==> images/cell_classes.png <==
Scale bar: 100 um. Fill, decap, tap and diode cells in gray.
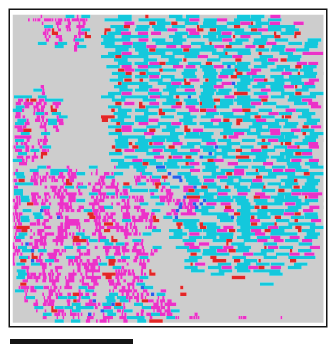
==> images/drive_strength.png <==
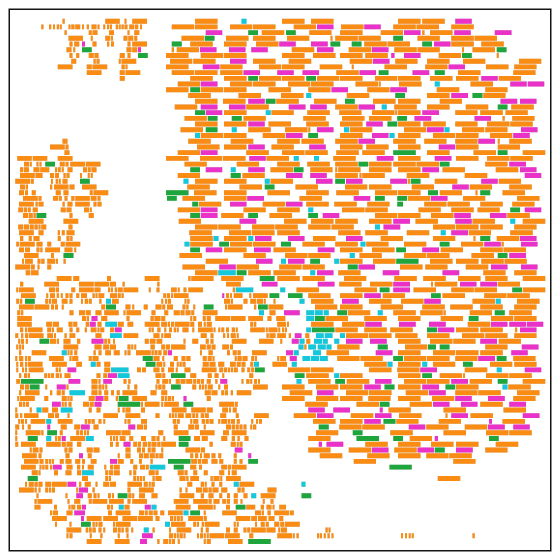
==> images/met2.png <==
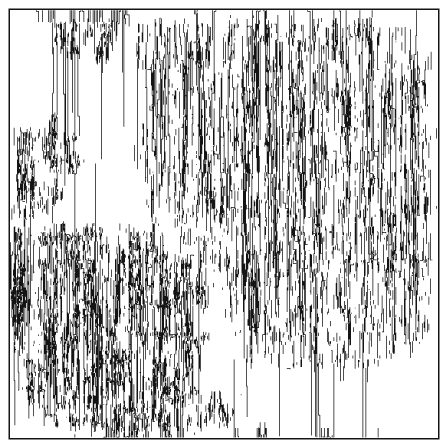
==> images/final_clocks.png <==
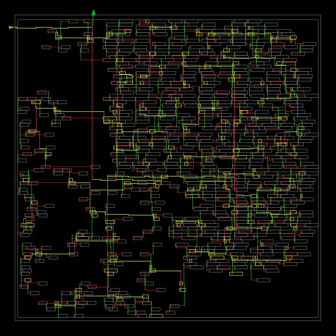
## src/rtl/chnl_loopback_fifo.sv

```systemverilog
// -----------------------------------------------------------------------------
// chnl_loopback_fifo
//
// RIFFA channel loopback engine. A host->FPGA transfer is accepted on the RX
// channel, each beat is optionally transformed (echo, or +1 on every 32-bit
// lane), buffered in a show-ahead FIFO and streamed back on the TX channel.
// TX starts as soon as the transfer is acknowledged, so RX and TX overlap.
// TX backpressure stalls RX through the FIFO full flag, so no data is lost.
//
// Parameters
//   C_PCI_DATA_WIDTH : beat width in bits (32, 64 or 128)
//   C_FIFO_DEPTH     : FIFO depth in beats (power of two, >= 2)
//   C_MODE           : 0 = echo, 1 = each 32-bit lane incremented by one
//
// Ports
//   CLK, RST                 : clock, synchronous active-high reset
//   CHNL_RX_CLK/CHNL_TX_CLK  : channel clocks, driven from CLK
//   CHNL_RX, CHNL_RX_ACK     : RX transfer request / one-cycle accept pulse
//   CHNL_RX_LEN              : RX length in 32-bit words
//   CHNL_RX_LAST/CHNL_RX_OFF : ignored
//   CHNL_RX_DATA(_VALID/_REN): RX beat stream
//   CHNL_TX, CHNL_TX_ACK     : TX transfer request / host ack (ignored)
//   CHNL_TX_LAST/CHNL_TX_OFF : constants 1 / 0
//   CHNL_TX_LEN              : length latched from RX
//   CHNL_TX_DATA(_VALID/_REN): TX beat stream, data is the FIFO head
//   BUSY                     : high from RX accept until last TX beat leaves
//   STAT_XFER_CNT            : completed transfer count (wraps)
// -----------------------------------------------------------------------------
module chnl_loopback_fifo #(
    parameter int C_PCI_DATA_WIDTH = 32,
    parameter int C_FIFO_DEPTH     = 16,
    parameter int C_MODE           = 0
) (
    input  logic                        CLK,
    input  logic                        RST,
    output logic                        CHNL_RX_CLK,
    input  logic                        CHNL_RX,
    output logic                        CHNL_RX_ACK,
    input  logic                        CHNL_RX_LAST,
    input  logic [31:0]                 CHNL_RX_LEN,
    input  logic [30:0]                 CHNL_RX_OFF,
    input  logic [C_PCI_DATA_WIDTH-1:0] CHNL_RX_DATA,
    input  logic                        CHNL_RX_DATA_VALID,
    output logic                        CHNL_RX_DATA_REN,
    output logic                        CHNL_TX_CLK,
    output logic                        CHNL_TX,
    input  logic                        CHNL_TX_ACK,
    output logic                        CHNL_TX_LAST,
    output logic [31:0]                 CHNL_TX_LEN,
    output logic [30:0]                 CHNL_TX_OFF,
    output logic [C_PCI_DATA_WIDTH-1:0] CHNL_TX_DATA,
    output logic                        CHNL_TX_DATA_VALID,
    input  logic                        CHNL_TX_DATA_REN,
    output logic                        BUSY,
    output logic [31:0]                 STAT_XFER_CNT
);

    localparam int W     = C_PCI_DATA_WIDTH / 32;
    localparam int LOG2W = (W > 1) ? $clog2(W) : 0;
    localparam int AW    = (C_FIFO_DEPTH > 1) ? $clog2(C_FIFO_DEPTH) : 1;

    localparam logic [31:0] LANE_MASK = 32'(W - 1);
    localparam logic [AW-1:0] PTR_ONE = AW'(1);
    localparam logic [AW:0] CNT_ONE   = (AW + 1)'(1);
    localparam logic [AW:0] CNT_FULL  = (AW + 1)'(C_FIFO_DEPTH);
    localparam logic [AW:0] CNT_EMPTY = (AW + 1)'(0);

    localparam logic [0:0] RX_IDLE = 1'b0;
    localparam logic [0:0] RX_RECV = 1'b1;
    localparam logic [0:0] TX_IDLE = 1'b0;
    localparam logic [0:0] TX_SEND = 1'b1;

    // A lane of the final beat beyond the transfer length carries no payload
    // and is forwarded untouched.
    function automatic logic lane_is_used(input logic        last_beat,
                                          input logic [31:0] rem_lanes,
                                          input logic [31:0] lane);
        logic used;
        if (last_beat && (rem_lanes != 32'd0) && (lane >= rem_lanes)) begin
            used = 1'b0;
        end else begin
            used = 1'b1;
        end
        return used;
    endfunction

    // Registered state
    logic [0:0]                  rx_state_q, rx_state_d;
    logic [0:0]                  tx_state_q, tx_state_d;
    logic [31:0]                 len_q, len_d;
    logic [31:0]                 nbeats_q, nbeats_d;
    logic [31:0]                 rx_cnt_q, rx_cnt_d;
    logic [31:0]                 tx_cnt_q, tx_cnt_d;
    logic [31:0]                 xfer_cnt_q, xfer_cnt_d;
    logic                        rx_ack_q, rx_ack_d;
    logic                        busy_q, busy_d;
    logic [AW-1:0]               wr_ptr_q, wr_ptr_d;
    logic [AW-1:0]               rd_ptr_q, rd_ptr_d;
    logic [AW:0]                 count_q, count_d;
    logic                        full_q, full_d;
    logic                        empty_q, empty_d;
    logic [C_PCI_DATA_WIDTH-1:0] fifo_mem_q [C_FIFO_DEPTH];

    // Combinational helpers
    logic                        start_s;
    logic                        rx_ren_s;
    logic                        rx_accept_s;
    logic                        rx_last_s;
    logic                        tx_valid_s;
    logic                        tx_pop_s;
    logic                        tx_last_s;
    logic [31:0]                 nbeats_in_s;
    logic [31:0]                 rem_lanes_s;
    logic [C_PCI_DATA_WIDTH-1:0] push_data_s;
    logic                        unused_s;

    assign unused_s = ^{CHNL_RX_LAST, CHNL_RX_OFF, CHNL_TX_ACK};

    // A new transfer is only taken when both directions are idle; the ack
    // guard stops a still-high CHNL_RX from re-triggering a zero-length accept.
    assign start_s     = (rx_state_q == RX_IDLE) && (tx_state_q == TX_IDLE) &&
                         CHNL_RX && !rx_ack_q;
    assign nbeats_in_s = (CHNL_RX_LEN + LANE_MASK) >> LOG2W;
    assign rx_ren_s    = (rx_state_q == RX_RECV) && !full_q;
    assign rx_accept_s = rx_ren_s && CHNL_RX_DATA_VALID;
    assign rx_last_s   = ((rx_cnt_q + 32'd1) == nbeats_q);
    assign tx_valid_s  = (tx_state_q == TX_SEND) && !empty_q;
    assign tx_pop_s    = tx_valid_s && CHNL_TX_DATA_REN;
    assign tx_last_s   = ((tx_cnt_q + 32'd1) == nbeats_q);
    assign rem_lanes_s = len_q & LANE_MASK;

    // Outputs
    assign CHNL_RX_CLK        = CLK;
    assign CHNL_TX_CLK        = CLK;
    assign CHNL_RX_ACK        = rx_ack_q;
    assign CHNL_RX_DATA_REN   = rx_ren_s;
    assign CHNL_TX            = (tx_state_q == TX_SEND);
    assign CHNL_TX_LAST       = 1'b1;
    assign CHNL_TX_OFF        = 31'd0;
    assign CHNL_TX_LEN        = len_q;
    assign CHNL_TX_DATA       = fifo_mem_q[rd_ptr_q];
    assign CHNL_TX_DATA_VALID = tx_valid_s;
    assign BUSY               = busy_q;
    assign STAT_XFER_CNT      = xfer_cnt_q;

    // Payload transform applied on the way into the FIFO
    always_comb begin
        push_data_s = CHNL_RX_DATA;
        for (int l = 0; l < W; l++) begin
            if ((C_MODE == 1) && lane_is_used(rx_last_s, rem_lanes_s, 32'(l))) begin
                push_data_s[32*l +: 32] = CHNL_RX_DATA[32*l +: 32] + 32'd1;
            end else begin
                push_data_s[32*l +: 32] = CHNL_RX_DATA[32*l +: 32];
            end
        end
    end

    // RX FSM next state: accept request, count beats into the FIFO
    always_comb begin
        rx_state_d = rx_state_q;
        len_d      = len_q;
        nbeats_d   = nbeats_q;
        rx_cnt_d   = rx_cnt_q;
        rx_ack_d   = 1'b0;
        case (rx_state_q)
            RX_IDLE: begin
                if (start_s) begin
                    rx_ack_d = 1'b1;
                    len_d    = CHNL_RX_LEN;
                    nbeats_d = nbeats_in_s;
                    rx_cnt_d = 32'd0;
                    if (CHNL_RX_LEN != 32'd0) begin
                        rx_state_d = RX_RECV;
                    end else begin
                        rx_state_d = RX_IDLE;
                    end
                end else begin
                    rx_state_d = RX_IDLE;
                end
            end
            RX_RECV: begin
                if (rx_accept_s) begin
                    rx_cnt_d = rx_cnt_q + 32'd1;
                    if (rx_last_s) begin
                        rx_state_d = RX_IDLE;
                    end else begin
                        rx_state_d = RX_RECV;
                    end
                end else begin
                    rx_state_d = RX_RECV;
                end
            end
            default: begin
                rx_state_d = RX_IDLE;
            end
        endcase
    end

    // TX FSM next state, busy flag and completed-transfer counter
    always_comb begin
        tx_state_d = tx_state_q;
        tx_cnt_d   = tx_cnt_q;
        xfer_cnt_d = xfer_cnt_q;
        busy_d     = busy_q;
        // Zero-length transfers complete at accept time; start_s implies
        // TX is idle, so this never collides with the last-pop increment.
        if (start_s) begin
            if (CHNL_RX_LEN == 32'd0) begin
                xfer_cnt_d = xfer_cnt_q + 32'd1;
            end else begin
                busy_d = 1'b1;
            end
        end else begin
            busy_d = busy_q;
        end
        case (tx_state_q)
            TX_IDLE: begin
                if (rx_ack_q && (len_q != 32'd0)) begin
                    tx_state_d = TX_SEND;
                    tx_cnt_d   = 32'd0;
                end else begin
                    tx_state_d = TX_IDLE;
                end
            end
            TX_SEND: begin
                if (tx_pop_s) begin
                    tx_cnt_d = tx_cnt_q + 32'd1;
                    if (tx_last_s) begin
                        tx_state_d = TX_IDLE;
                        xfer_cnt_d = xfer_cnt_q + 32'd1;
                        busy_d     = 1'b0;
                    end else begin
                        tx_state_d = TX_SEND;
                    end
                end else begin
                    tx_state_d = TX_SEND;
                end
            end
            default: begin
                tx_state_d = TX_IDLE;
            end
        endcase
    end

    // FIFO pointers, occupancy and registered full/empty flags
    always_comb begin
        if (rx_accept_s) begin
            wr_ptr_d = wr_ptr_q + PTR_ONE;
        end else begin
            wr_ptr_d = wr_ptr_q;
        end
        if (tx_pop_s) begin
            rd_ptr_d = rd_ptr_q + PTR_ONE;
        end else begin
            rd_ptr_d = rd_ptr_q;
        end
        case ({rx_accept_s, tx_pop_s})
            2'b10:   count_d = count_q + CNT_ONE;
            2'b01:   count_d = count_q - CNT_ONE;
            default: count_d = count_q;
        endcase
        full_d  = (count_d == CNT_FULL);
        empty_d = (count_d == CNT_EMPTY);
    end

    // State registers
    always_ff @(posedge CLK) begin
        if (RST) begin
            rx_state_q <= RX_IDLE;
            tx_state_q <= TX_IDLE;
            len_q      <= 32'd0;
            nbeats_q   <= 32'd0;
            rx_cnt_q   <= 32'd0;
            tx_cnt_q   <= 32'd0;
            xfer_cnt_q <= 32'd0;
            rx_ack_q   <= 1'b0;
            busy_q     <= 1'b0;
            wr_ptr_q   <= '0;
            rd_ptr_q   <= '0;
            count_q    <= '0;
            full_q     <= 1'b0;
            empty_q    <= 1'b1;
        end else begin
            rx_state_q <= rx_state_d;
            tx_state_q <= tx_state_d;
            len_q      <= len_d;
            nbeats_q   <= nbeats_d;
            rx_cnt_q   <= rx_cnt_d;
            tx_cnt_q   <= tx_cnt_d;
            xfer_cnt_q <= xfer_cnt_d;
            rx_ack_q   <= rx_ack_d;
            busy_q     <= busy_d;
            wr_ptr_q   <= wr_ptr_d;
            rd_ptr_q   <= rd_ptr_d;
            count_q    <= count_d;
            full_q     <= full_d;
            empty_q    <= empty_d;
        end
    end

    // FIFO storage; contents are only meaningful between the pointers, so
    // reset clears the pointers rather than the array
    always_ff @(posedge CLK) begin
        if (rx_accept_s) begin
            fifo_mem_q[wr_ptr_q] <= push_data_s;
        end
    end

endmodule

```

## config.mk

```make
export PLATFORM = sky130hd
export DESIGN_NAME = chnl_loopback_fifo
export DESIGN_NICKNAME = d
export VERILOG_FILES = /design/src/rtl/chnl_loopback_fifo.sv
export SDC_FILE = /design/constraint.sdc
export NUM_CORES = 1
export LEC_CHECK = 0
export CORE_MARGIN = 2
export CORE_UTILIZATION = 45
export CTS_BUF_LIST = sky130_fd_sc_hd__clkbuf_4 sky130_fd_sc_hd__clkbuf_8
export DETAILED_ROUTE_END_ITERATION = 6
export DONT_BUFFER_PORTS = 1
export SYNTH_ARGS = -nofsm -noshare
export SYNTH_HDL_FRONTEND = slang
export SYNTH_SLANG_ARGS = --single-unit
```

## constraint.sdc

```tcl
create_clock -name CLK -period 7.1 [get_ports CLK]
set_input_delay 1.42 -clock CLK [delete_from_list [all_inputs] [get_ports CLK]]
set_output_delay 1.42 -clock CLK [all_outputs]
set_load 0.05 [all_outputs]
```

==> flow_summary.yaml <==
# synthesis and place-and-route metrics
global_routing:
  grt_max_degree: 153
  grt_pass1_vias: 17000
  grt-ovfl-total: 0
  met1_usage_pct: 26.3
  antenna_found_initial: 1
  busiest_layer: "met2"
pwr:
  clock_power_share_pct: 43.1
  combPwrFrac_pct: 4.2
  top_power_group: "sequential cells"
  intPower_mw: 6.30
  vdd_ir_drop_max_v: 0.000198
  sw_frac_of_total_pct: 22.8
  power_frac_seq_pct: 52.7
  power_density_mw_per_mm2: 256
  seq_power_mw: 4.30
detailed_routing:
  wl_met1_um: 27900
  ant_nets: 0
  top_layer_used: "met4"
  wl_met3_um: 4460
  firstDrtPassIters: 7
  wl_per_cell_um: 23.2
floorplanning:
  die_y_um: 257
  fp_util_pct: 45.5
  dieArea_mm2: 0.0660
place:
  gp_congestion: 0.879
  portBuffers: 0
  place_area_mm2: 0.0295
finish:
  drive_above_1_share_pct: 20.3
  nonClkBufAreaFrac_pct: 0.834
  nFillCells: 5253
  largestClassByArea: "registers"
worst_setup_path:
  ff2ff_path_depth: 9
  critPathLaunchType: "clock port"
  cp.arrival_ps: 3550
  critical_path_class: "clk -> out"
  end_kind: "output port"
hold_path:
  hp-class: "reg -> reg"
synth:
  ys.flops: 663
  top_cell_area_share_pct: 53.4
  ys_sh_simple_pct: 10.7
  ys_cells: 1982
  synth-async-reset-ratio_pct: 0
  ff_type: "edfxtp_1"
  avgSynthCellArea_um2: 14.5
  mux_area_share_pct: 12.9
  xor_share_pct: 3.31
  synth_cells: 1982
  ys_area_mm2: 0.0288
  synth-seq-area-share_pct: 63.9
  fa_ha_area_share_pct: 0.591
  top_cell: "edfxtp_1"
  yosys.area.top_type: "edfxtp_1"
cts:
  root_buffer: "clkbuf_8"
  postCtsSetupRepairBufs: 0
  clk_pin_slew_ps: 60
  hold_buffers: 0
  cts-htree-levels: 3
  post_cts_resized: 0
final_timing:
  holdWs_ps: 502
  slew_headroom_pct: 28.3
  finalHoldViolCount: 0
  rsz0062_at_grt: "false"
  worstMarginPinSlew_ps: 1070
  slew_viol_final: 0
run_status:
  outcome: "complete, no violations"
flow_run:
  warnings: 64
About cell_classes.png:
| color | class | cells |
|---|---|---|
| magenta | all other logic | 1185 |
| red | clock drivers and dummy loads | 196 |
| cyan | flip-flops | 663 |
| blue | other buffers and delay cells | 32 |
fraction of area in registers: 57.9%
Core Util, Final: 50.3%
number of cell rows: 92
CORE AREA: 0.0632 mm2
fin area: 0.0318 mm2

About drive_strength.png:
| color | size | cells | share |
|---|---|---|---|
| green | drive 6 and up | 128 | 6.2% |
| orange | drive 1 or less | 1654 | 80% |
| magenta | drive 2 | 208 | 10% |
| cyan | drive 3 to 4 | 86 | 4.1% |
P&R area growth vs syn: 10.5%
non-clock buffer count: 32
fin worst setup slack: 2130 ps

About met2.png:
share of all routed wire: 50%
longest straight run: 101 um
wire length on this layer: 34.1 mm
nets with wire on the layer: 1803
main direction: vertical
met2 Use GR: 34.3%
DR vias: 17000
WL final: 67800 um

About final_clocks.png:
CTS Buf Count: 107
skew final: 51.8 ps
Clock Latency Late Sink: 730 ps
Layout clock buffers: 141
clock sink total: 663

## state kept, by name (all words and copies together), names as in the netlist, named ones only
register,cells
rx_cnt_q,32
count_q,5
empty_q,1
fifo_mem_q,512
nbeats_q,32
wr_ptr_q,4
CHNL_RX_ACK,1
rx_state_q,1
full_q,1
tx_cnt_q,32
BUSY,1
rd_ptr_q,4
CHNL_TX,1
STAT_XFER_CNT,32
## layout by cell type (no fill, tap or decap), drive strengths merged, types with 9 or more instances in the layout
master	instances
mux4	160
nor2	128
xnor2	76
ha	12
and3	23
or4	28
and4	11
xor2	31
edfxtp	512
nand3	40
or3	13
o21ai	59
nor4	42
a22oi	11
nand4	39
a21oi	123
clkinv	37
bufinv	10
dfxtp	151
a31oi	11
a311oi	11
nand2	171
conb	32
clkbuf	141
nor2b	9
buf	32
o31ai	25
nor3	41
inv	24
Power figures rest on the tool's default switching activity, not on a simulated workload.
